**Run 1: metal 1**

Drawn at 4 px/um. Supply wires on this layer in grey.
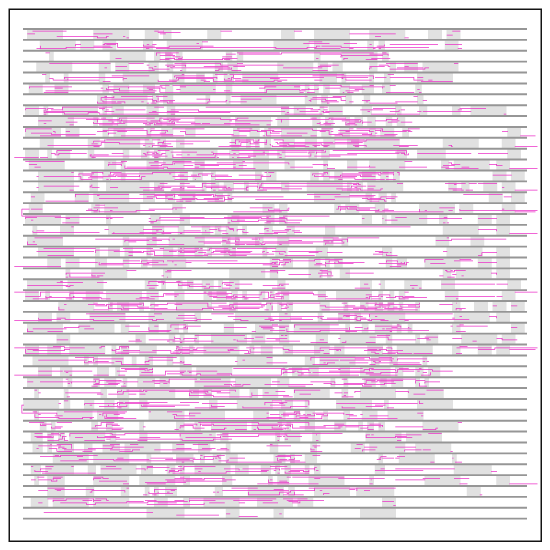
**Run 1: sequential cells coloured by netlist name**

Drawn at 4 px/um. Other sequential cells in the stronger grey, the rest of the logic in the fainter grey.
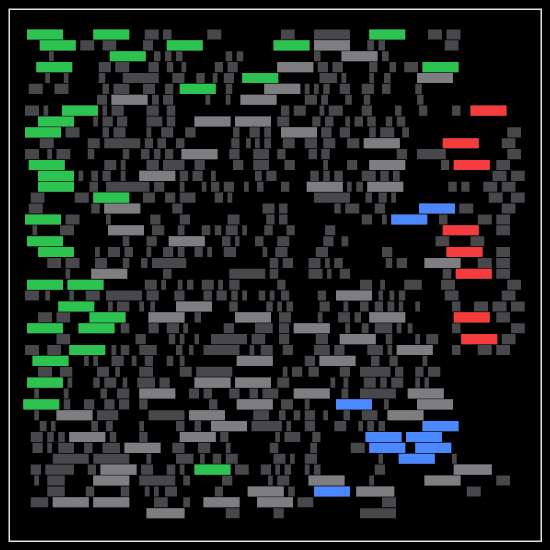
**Run 1: signal wires by layer**

Drawn at 4 px/um. Two of the layers only.
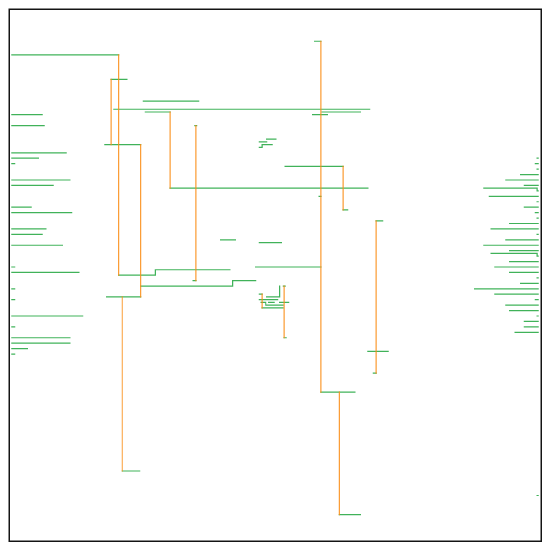
`src/rtl/vga_frame_reader.sv`:
```
// vga_frame_reader: VGA scan-out that reads grayscale bytes over the memory IO
// port and re-aligns sync/blank/frame flags to the memory read latency.
module vga_frame_reader #(
    parameter int          CLK_DIV    = 2,
    parameter int          RD_LATENCY = 2,
    parameter logic [31:0] BASE_ADDR  = 32'd0,
    parameter int          IMG_W      = 256,
    parameter int          IMG_H      = 256,
    parameter int          H_ACTIVE   = 640,
    parameter int          H_FP       = 16,
    parameter int          H_SYNC     = 96,
    parameter int          H_BP       = 48,
    parameter int          V_ACTIVE   = 480,
    parameter int          V_FP       = 10,
    parameter int          V_SYNC     = 2,
    parameter int          V_BP       = 33
) (
    input  logic        clk,
    input  logic        rst,
    output logic [31:0] address_IO,
    input  logic [7:0]  q_IO,
    output logic [7:0]  vga_r,
    output logic [7:0]  vga_g,
    output logic [7:0]  vga_b,
    output logic        vga_hs,
    output logic        vga_vs,
    output logic        vga_blank_n,
    output logic        frame_start
);

    localparam int H_TOTAL = H_ACTIVE + H_FP + H_SYNC + H_BP;
    localparam int V_TOTAL = V_ACTIVE + V_FP + V_SYNC + V_BP;
    localparam int HW = $clog2(H_TOTAL);
    localparam int VW = $clog2(V_TOTAL);
    localparam int DW = (CLK_DIV > 1) ? $clog2(CLK_DIV) : 1;

    localparam logic [31:0] C_IMG_W   = 32'(IMG_W);
    localparam logic [31:0] C_IMG_H   = 32'(IMG_H);
    localparam logic [31:0] C_IMG_HM1 = 32'(IMG_H - 1);
    localparam logic [31:0] C_HA      = 32'(H_ACTIVE);
    localparam logic [31:0] C_VA      = 32'(V_ACTIVE);
    localparam logic [31:0] C_HS0     = 32'(H_ACTIVE + H_FP);
    localparam logic [31:0] C_HS1     = 32'(H_ACTIVE + H_FP + H_SYNC);
    localparam logic [31:0] C_VS0     = 32'(V_ACTIVE + V_FP);
    localparam logic [31:0] C_VS1     = 32'(V_ACTIVE + V_FP + V_SYNC);

    typedef struct packed {
        logic active;
        logic in_img;
        logic hs_low;
        logic vs_low;
        logic fs;
    } pos_t;

    logic [DW-1:0] r_div;
    logic [HW-1:0] r_h;
    logic [HW-1:0] w_h_nxt;
    logic [VW-1:0] r_v;
    logic [VW-1:0] w_v_nxt;
    logic [31:0]   r_row_base;
    logic [31:0]   w_row_nxt;
    logic [31:0]   r_addr;
    logic [31:0]   w_addr;
    logic [31:0]   w_hx;
    logic [31:0]   w_vx;
    logic          w_tick;
    logic          w_h_wrap;
    logic          w_in_img;
    pos_t          w_pos;
    pos_t          r_dly [RD_LATENCY];
    pos_t          w_tail;
    logic [7:0]    r_gray;
    logic          r_hs;
    logic          r_vs;
    logic          r_blank_n;
    logic          r_fs;

    assign w_tick   = (r_div == DW'(CLK_DIV - 1));
    assign w_h_wrap = w_tick && (r_h == HW'(H_TOTAL - 1));

    // Next scan position; everything downstream is derived from these values
    // so the address and stage 0 of the delay line move on the same edge.
    always_comb begin
        w_h_nxt   = r_h;
        w_v_nxt   = r_v;
        w_row_nxt = r_row_base;
        if (w_h_wrap) begin
            w_h_nxt = '0;
            if (r_v == VW'(V_TOTAL - 1)) begin
                w_v_nxt   = '0;
                w_row_nxt = BASE_ADDR;
            end else begin
                w_v_nxt = r_v + 1'b1;
                if (32'(r_v) < C_IMG_HM1)
                    w_row_nxt = r_row_base + C_IMG_W;
            end
        end else if (w_tick) begin
            w_h_nxt = r_h + 1'b1;
        end
    end

    assign w_hx     = 32'(w_h_nxt);
    assign w_vx     = 32'(w_v_nxt);
    assign w_in_img = (w_hx < C_IMG_W) && (w_vx < C_IMG_H);
    assign w_addr   = w_in_img ? (w_row_nxt + w_hx) : BASE_ADDR;

    always_comb begin
        w_pos        = '0;
        w_pos.active = (w_hx < C_HA) && (w_vx < C_VA);
        w_pos.in_img = w_in_img;
        w_pos.hs_low = (w_hx >= C_HS0) && (w_hx < C_HS1);
        w_pos.vs_low = (w_vx >= C_VS0) && (w_vx < C_VS1);
        w_pos.fs     = w_tick && (w_h_nxt == '0) && (w_v_nxt == '0);
    end

    always_ff @(posedge clk or posedge rst) begin
        if (rst) begin
            r_div      <= '0;
            r_h        <= '0;
            r_v        <= '0;
            r_row_base <= BASE_ADDR;
            r_addr     <= BASE_ADDR;
        end else begin
            r_div      <= w_tick ? '0 : r_div + 1'b1;
            r_h        <= w_h_nxt;
            r_v        <= w_v_nxt;
            r_row_base <= w_row_nxt;
            r_addr     <= w_addr;
        end
    end

    always_ff @(posedge clk or posedge rst) begin
        if (rst) begin
            for (int i = 0; i < RD_LATENCY; i++)
                r_dly[i] <= '0;
        end else begin
            r_dly[0] <= w_pos;
            for (int i = 1; i < RD_LATENCY; i++)
                r_dly[i] <= r_dly[i-1];
        end
    end

    assign w_tail = r_dly[RD_LATENCY-1];

    // q_IO belongs to the address issued RD_LATENCY edges ago, i.e. w_tail.
    always_ff @(posedge clk or posedge rst) begin
        if (rst) begin
            r_gray    <= '0;
            r_hs      <= 1'b1;
            r_vs      <= 1'b1;
            r_blank_n <= 1'b0;
            r_fs      <= 1'b0;
        end else begin
            r_gray    <= (w_tail.active && w_tail.in_img) ? q_IO : 8'h00;
            r_hs      <= ~w_tail.hs_low;
            r_vs      <= ~w_tail.vs_low;
            r_blank_n <= w_tail.active;
            r_fs      <= w_tail.fs;
        end
    end

    assign address_IO  = r_addr;
    assign vga_r       = r_gray;
    assign vga_g       = r_gray;
    assign vga_b       = r_gray;
    assign vga_hs      = r_hs;
    assign vga_vs      = r_vs;
    assign vga_blank_n = r_blank_n;
    assign frame_start = r_fs;

endmodule
```
`config.mk`:
```
export PLATFORM = sky130hd
export DESIGN_NAME = vga_frame_reader
export DESIGN_NICKNAME = d
export VERILOG_FILES = /design/src/rtl/vga_frame_reader.sv
export SDC_FILE = /design/constraint.sdc
export NUM_CORES = 1
export LEC_CHECK = 0
export CELL_PAD_IN_SITES_DETAIL_PLACEMENT = 1
export CELL_PAD_IN_SITES_GLOBAL_PLACEMENT = 1
export CORE_MARGIN = 3
export CORE_UTILIZATION = 35
export CTS_CLUSTER_SIZE = 14
export DETAILED_ROUTE_END_ITERATION = 7
export HOLD_SLACK_MARGIN = 0.05
export PLACE_DENSITY_LB_ADDON = 0.1
export SLEW_MARGIN = 20
export SYNTH_ARGS = -nofsm -noshare
export SYNTH_HDL_FRONTEND = slang
export SYNTH_SLANG_ARGS = --single-unit
```
`constraint.sdc`:
```
create_clock -name clk -period 4.04 [get_ports clk]
set_input_delay 1.212 -clock clk [delete_from_list [all_inputs] [get_ports clk]]
set_output_delay 1.212 -clock clk [all_outputs]
set_load 0.05 [all_outputs]
```
==> impl_metrics.toml, run 1 <==
# flow metrics
[floorplan]
rows = 45
floorplan.initialDensity = 0.364
nWellTaps = 211
dieArea_um2 = 17600
die_w_um = 133
die_height_um = 133
boundaryPins = 70

[sta]
hold_slack_ns = 0.348
tns_ns = 0
slew_headroom = 0.384
post-route-period-util = 0.953
max_clock_freq_ghz = 0.260
final_max_slew_viol_count = 0
timing.clock.skew_ns = 0.0128
report.final.hold_viol_count = 0
worst-slew-pin-transition_ns = 0.920
final.setup.worst_slack_ns = 0.188
layout_min_cycle_time_ns = 3.85
setup_viols_final = 0

[worst_hold_path]
holdCritPathClass = "reg2reg"

[placed_design]
detailed_place.area_um2 = 6560
place.detailed.instances = 841
detailedPlace.worstSlack_ns = -0.169
detailedPlacementHpwl_um = 12100

[grt]
layer_carrying_the_most_global_route_usage = "met2"
globalRouteOverflowTotal = 0
grt.met3_usage = 0.0380
globalRouteMet1Util = 0.268
first_global_vias = 4922
grt_pass1_wl_um = 26800
grt_max_degree = 51
antenna_found_initial = 0

[power_and_ir_drop]
cellInternalPower_mw = 1.59
p_clk_frac = 0.430
p_leak_nw = 3.04
power-top-group = "sequential cells"
irDropWorstVdd_uv = 170
power.total_mw = 2.08
power.switching_mw = 0.489
comb_power_mw = 0.105
p_clk_mw = 0.893
p_seq_frac = 0.519
netSwitchingFraction = 0.236
p_comb_frac = 0.051

[finish]
nets = 669
multi_input_comb_cells = 406
layout_top_cells = "dfrtp_1 (104), clkdlybuf4s50_1 (69), nor2_1 (49), nand2_1 (40), buf_4 (27)"
num-fill-cells = 1752
layout.cells.non_filler = 860
final-clk-cell-share = 0.0410
layout.non_clock_inverters = 21
buffers_excl_clock = 99
multi_input_comb_area_um2 = 2770
clkbuf_count = 11
bufAreaShareNonClock = 0.133
lay_top_count = "dfrtp_1"
comb-cell-share = 0.395
insertedDiodeCount = 0
drive_above_1_share = 0.129
nFlopsAndLatches = 107

[yosys]
synth.most_common_cell = "dfrtp_1"
synth.area.mux_share = 0.0147
synth.top_cells.by_area = "dfrtp_1 (47%), nor2_1 (3.3%), xnor2_1 (3.3%)"
synthAoiAreaFrac = 0.108
yosys-top-cells-count = "dfrtp_1 (105), nor2_1 (50), nand2_1 (43), a21oi_1 (25), o21ai_0 (23)"
synth_top_cell_by_area = "dfrtp_1"
asyncSetResetFlopFracSynth = 1.00
fa_ha_area_frac = 0.0348
xor_xnor_cells_area_fraction = 0.0625
yosys.stat.chipArea_um2 = 5610
synth.avg_cell_area_um2 = 9.76
top_logic_kind = "simple AND/OR/NAND/NOR gates"
synthFlopType = "dfrtp_1"
synth.yosys.seq_area_share = 0.478
ys.flops = 107
syn_nets = 600
synth-warning-count = 0
synth_stat.cells = 575
yosys.area.top_type_share = 0.468
synth-simple-area-share = 0.245
edf_count = 0
post_synth_inst_count = 575

[clocking]
postCtsSetupBuffers = 0
tritoncts_clock_tree = "done"
insertion_delay_ns = 0.37
cts-resized-gates = 2
cts.sinks = 107
postCtsHoldBufs = 0
numCtsBuffers = 9
path_clk_slew_ns = 0.07
cts.htree.levels = 3
cts_root_buffer = "clkbuf_16"

[setup_path]
worst-path-max-fanout = 8
crit_required_ns = 4.32
critical_path.n_buffers_inverters = 0
worst_path_arrival_time_ns = 4.13
cpLargestDelayFamily = "simple AND/OR/NAND/NOR gates"
crit_type = "reg2reg"
worstSetupStartpointType = "flop"
crit_path_end_kind = "flop"
cp_max_stage_delay_ns = 0.46
crit_chain = "or3_4 > nor4_4 > nand2_2 > and2_1 > ha_1 > nand3_1 > o21ai_0 > a31oi_2 > o21ai_2 > nand4b_1 > or4_1 > a21oi_1"
cp_slowest_cell = "or4_1"

[detailed_routing]
drtAntennaViolNets = 0
vias_per_cell = 5.41
route.met2.wl_um = 7370
dr.first_iter.drc_count = 239
wl_met1_um = 7900

[run]
openroad.warnings = 28
timing.max_cap.violations = 0

[run_status]
run_status = "complete, no violations"
## Picture notes: 'metal 1'
nets with wire on the layer: 620
main direction: horizontal
longest straight run: 42.1 um
total wirelength of the detailed-routed design: 16400 um
vias: 4656

## Picture notes: 'sequential cells coloured by netlist name'
| signal | colour | flops |
|---|---|---|
| vga_b | red | 8 |
| r_dly | blue | 10 |
| address_IO | green | 32 |
not coloured: 57
sequential standard cell area: 2680 um2
sequential portion of the cell area: 0.382
share of the core filled with cells in the final layout: 0.455
sequential group power: 1.08 mW

## Picture notes: 'signal wires by layer'
| layer | colour | wire length |
|---|---|---|
| metal 3 | green | 733 um |
| metal 4 | orange | 394 um |
per-cell routed wire length: 19.1 um
Tot GR Track Use: 0.191

-- run 1: final timing paths --
path                               startpoint                       end  slack (ns)  cells past startpoint
max                          r_h[5]$_DFF_PP0_  address_IO[30]$_DFF_PP0_        0.19                     12
min                        r_dly[8]$_DFF_PP0_        r_dly[3]$_DFF_PP0_        0.35                      0
max reg2reg                  r_h[5]$_DFF_PP0_  address_IO[30]$_DFF_PP0_        0.19                     12
min reg2reg                r_dly[8]$_DFF_PP0_        r_dly[3]$_DFF_PP0_        0.35                      0
max in group asynchronous                 rst          vga_hs$_DFF_PP1_        2.05                      3
min in group asynchronous                 rst        vga_b[7]$_DFF_PP0_        1.24                      2
**Run 1: track usage over the die**

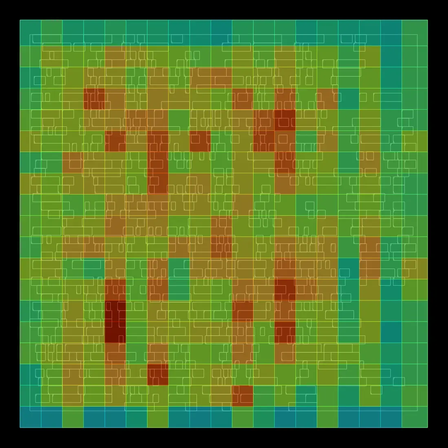

--- run 2 (diff from run 1) ---
- clock period: 4.04 -> 3.1 ns (I/O delays scaled with it)
**Run 2: track usage over the die**

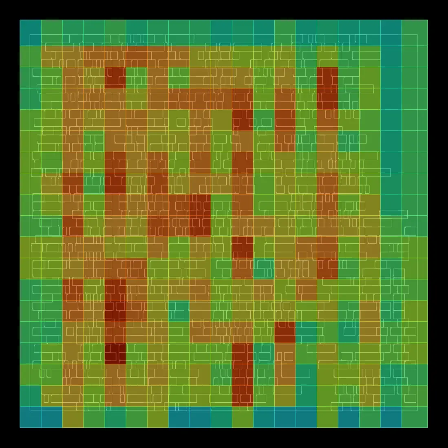
share of the core filled with cells in the final layout: 0.559
Tot GR Track Use: 0.214

**Run 2: signal wires on met4**

Drawn at 4 px/um. Supply wires on this layer in grey.
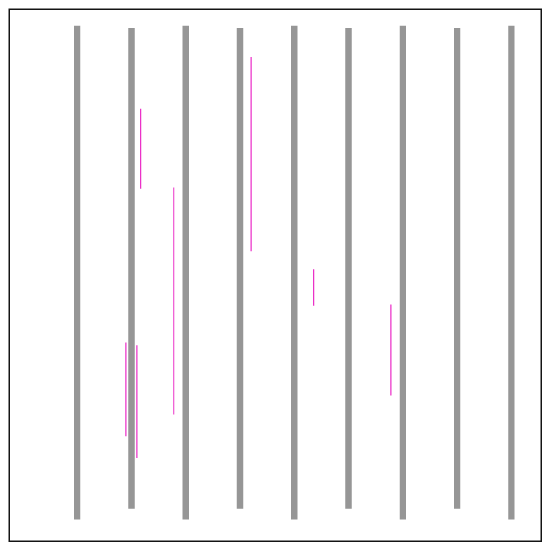
wire length on this layer: 207 um
share of all routed wire: 1.1%
nets with wire on the layer: 4
main direction: vertical

==> impl_metrics.toml, run 2 <==
# flow metrics
[run_status]
run_status = "complete, but fails checks"
failed_checks = "negative setup slack"

[setup_path]
critical_path.reg2reg.startpoint = "r_h[6]$_DFF_PP0_"
critical_path.startpoint = "r_h[6]$_DFF_PP0_"
crit_type = "reg2reg"
cp_max_stage_delay_ns = 0.40
crit-reg2reg-capture = "address_IO[27]$_DFF_PP0_"
cp_slowest_cell = "or3_4"
crit_required_ns = 3.38
cpLargestDelayFamily = "simple AND/OR/NAND/NOR gates"
worst-path-max-fanout = 7
crit_path_end_kind = "flop"
worstSetupStartpointType = "flop"
critical_path.endpoint = "address_IO[27]$_DFF_PP0_"

[run]
openroad.warnings = 30
timing.max_cap.violations = 0

[power_and_ir_drop]
power.switching_mw = 0.636
p_clk_frac = 0.413
power-top-group = "sequential cells"
p_leak_nw = 3.80
p_seq_frac = 0.534
irDropWorstVdd_uv = 228
cellInternalPower_mw = 1.99
comb_power_mw = 0.139
p_clk_mw = 1.09
power.total_mw = 2.63

[finish]
multi_input_comb_cells = 406
comb-cell-share = 0.384
layout.cells.non_filler = 992
num-fill-cells = 1682
drive_above_1_share = 0.375
layout_top_cells = "buf_4 (144), dfrtp_1 (105), clkdlybuf4s50_1 (69), nor2_1 (44), nand2_1 (37)"
multi_input_comb_area_um2 = 3310

[sta]
timing.clock.skew_ns = 0.00586
slew_headroom = 0.563
hold_slack_ns = 0.353
final_max_slew_viol_count = 0
setup_viols_final = 33
layout_min_cycle_time_ns = 3.59
final.setup.worst_slack_ns = -0.488
report.final.hold_viol_count = 0
worst-slew-pin-transition_ns = 0.652
post-route-period-util = 1.16
max_clock_freq_ghz = 0.279

[floorplan]
rows = 45
die_w_um = 133
floorplan.initialDensity = 0.364
die_height_um = 133
boundaryPins = 70

[clocking]
cts-resized-gates = 55
tritoncts_clock_tree = "done"
numCtsBuffers = 9
cts_root_buffer = "clkbuf_16"
insertion_delay_ns = 0.35
path_clk_slew_ns = 0.07

[yosys]
yosys.area.top_type_share = 0.468
yosys-top-cells-count = "dfrtp_1 (105), nor2_1 (50), nand2_1 (43), a21oi_1 (25), o21ai_0 (23)"
synth_top_cell_by_area = "dfrtp_1"
ys.flops = 107

[worst_hold_path]
min_delay_worst_endpoint = "r_dly[4]$_DFF_PP0_"
min_from = "r_dly[9]$_DFF_PP0_"
worstHoldPathCells = 0

[placed_design]
detailedPlace.worstSlack_ns = -0.693
place.detailed.instances = 954

[detailed_routing]
routed-via-count = 5212
dr.first_iter.drc_count = 253
routedWlPerCell_um = 19.0
vias_per_cell = 5.25
finalWirelength_um = 18800

[grt]
grt_pass1_wl_um = 30100
grt_max_degree = 34
**Run 2: sequential cells coloured by netlist name**

Drawn at 4 px/um. Other sequential cells in the stronger grey, the rest of the logic in the fainter grey.
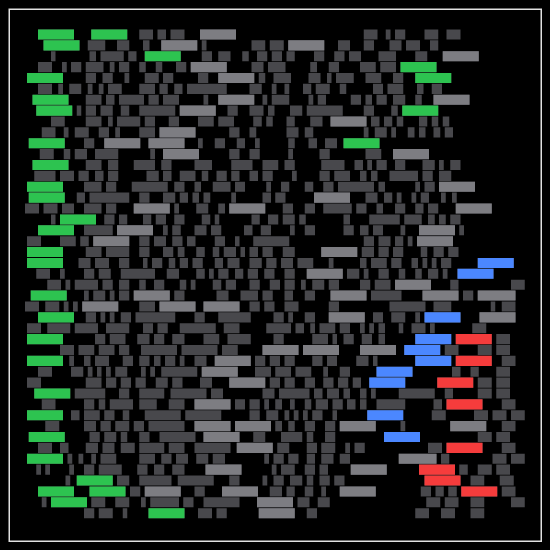
sequential standard cell area: 2680 um2
sequential portion of the cell area: 0.311
sequential group power: 1.40 mW

run 2: per-layer routing:
layer	vias up	global-route usage	wire, um
met2	89	0.353	9070
met1	2646	0.295	8970
met5	-	0	0
li1	2461	-	-
met4	0	0.0479	206
met3	16	0.0376	597
run 2: cells by family (layout without fill, tap and decap cells):
family,count (synthesis),in the layout,share of synthesized area
simple gates,248,248,0.245
fa+ha+maj,15,15,0.0348
flops,107,107,0.478
compound gates,95,95,0.108
mux,8,8,0.0147
buf+inv,62,268,0.0573
xor+xnor,40,40,0.0625
Power is estimated from default activity; no workload was simulated.
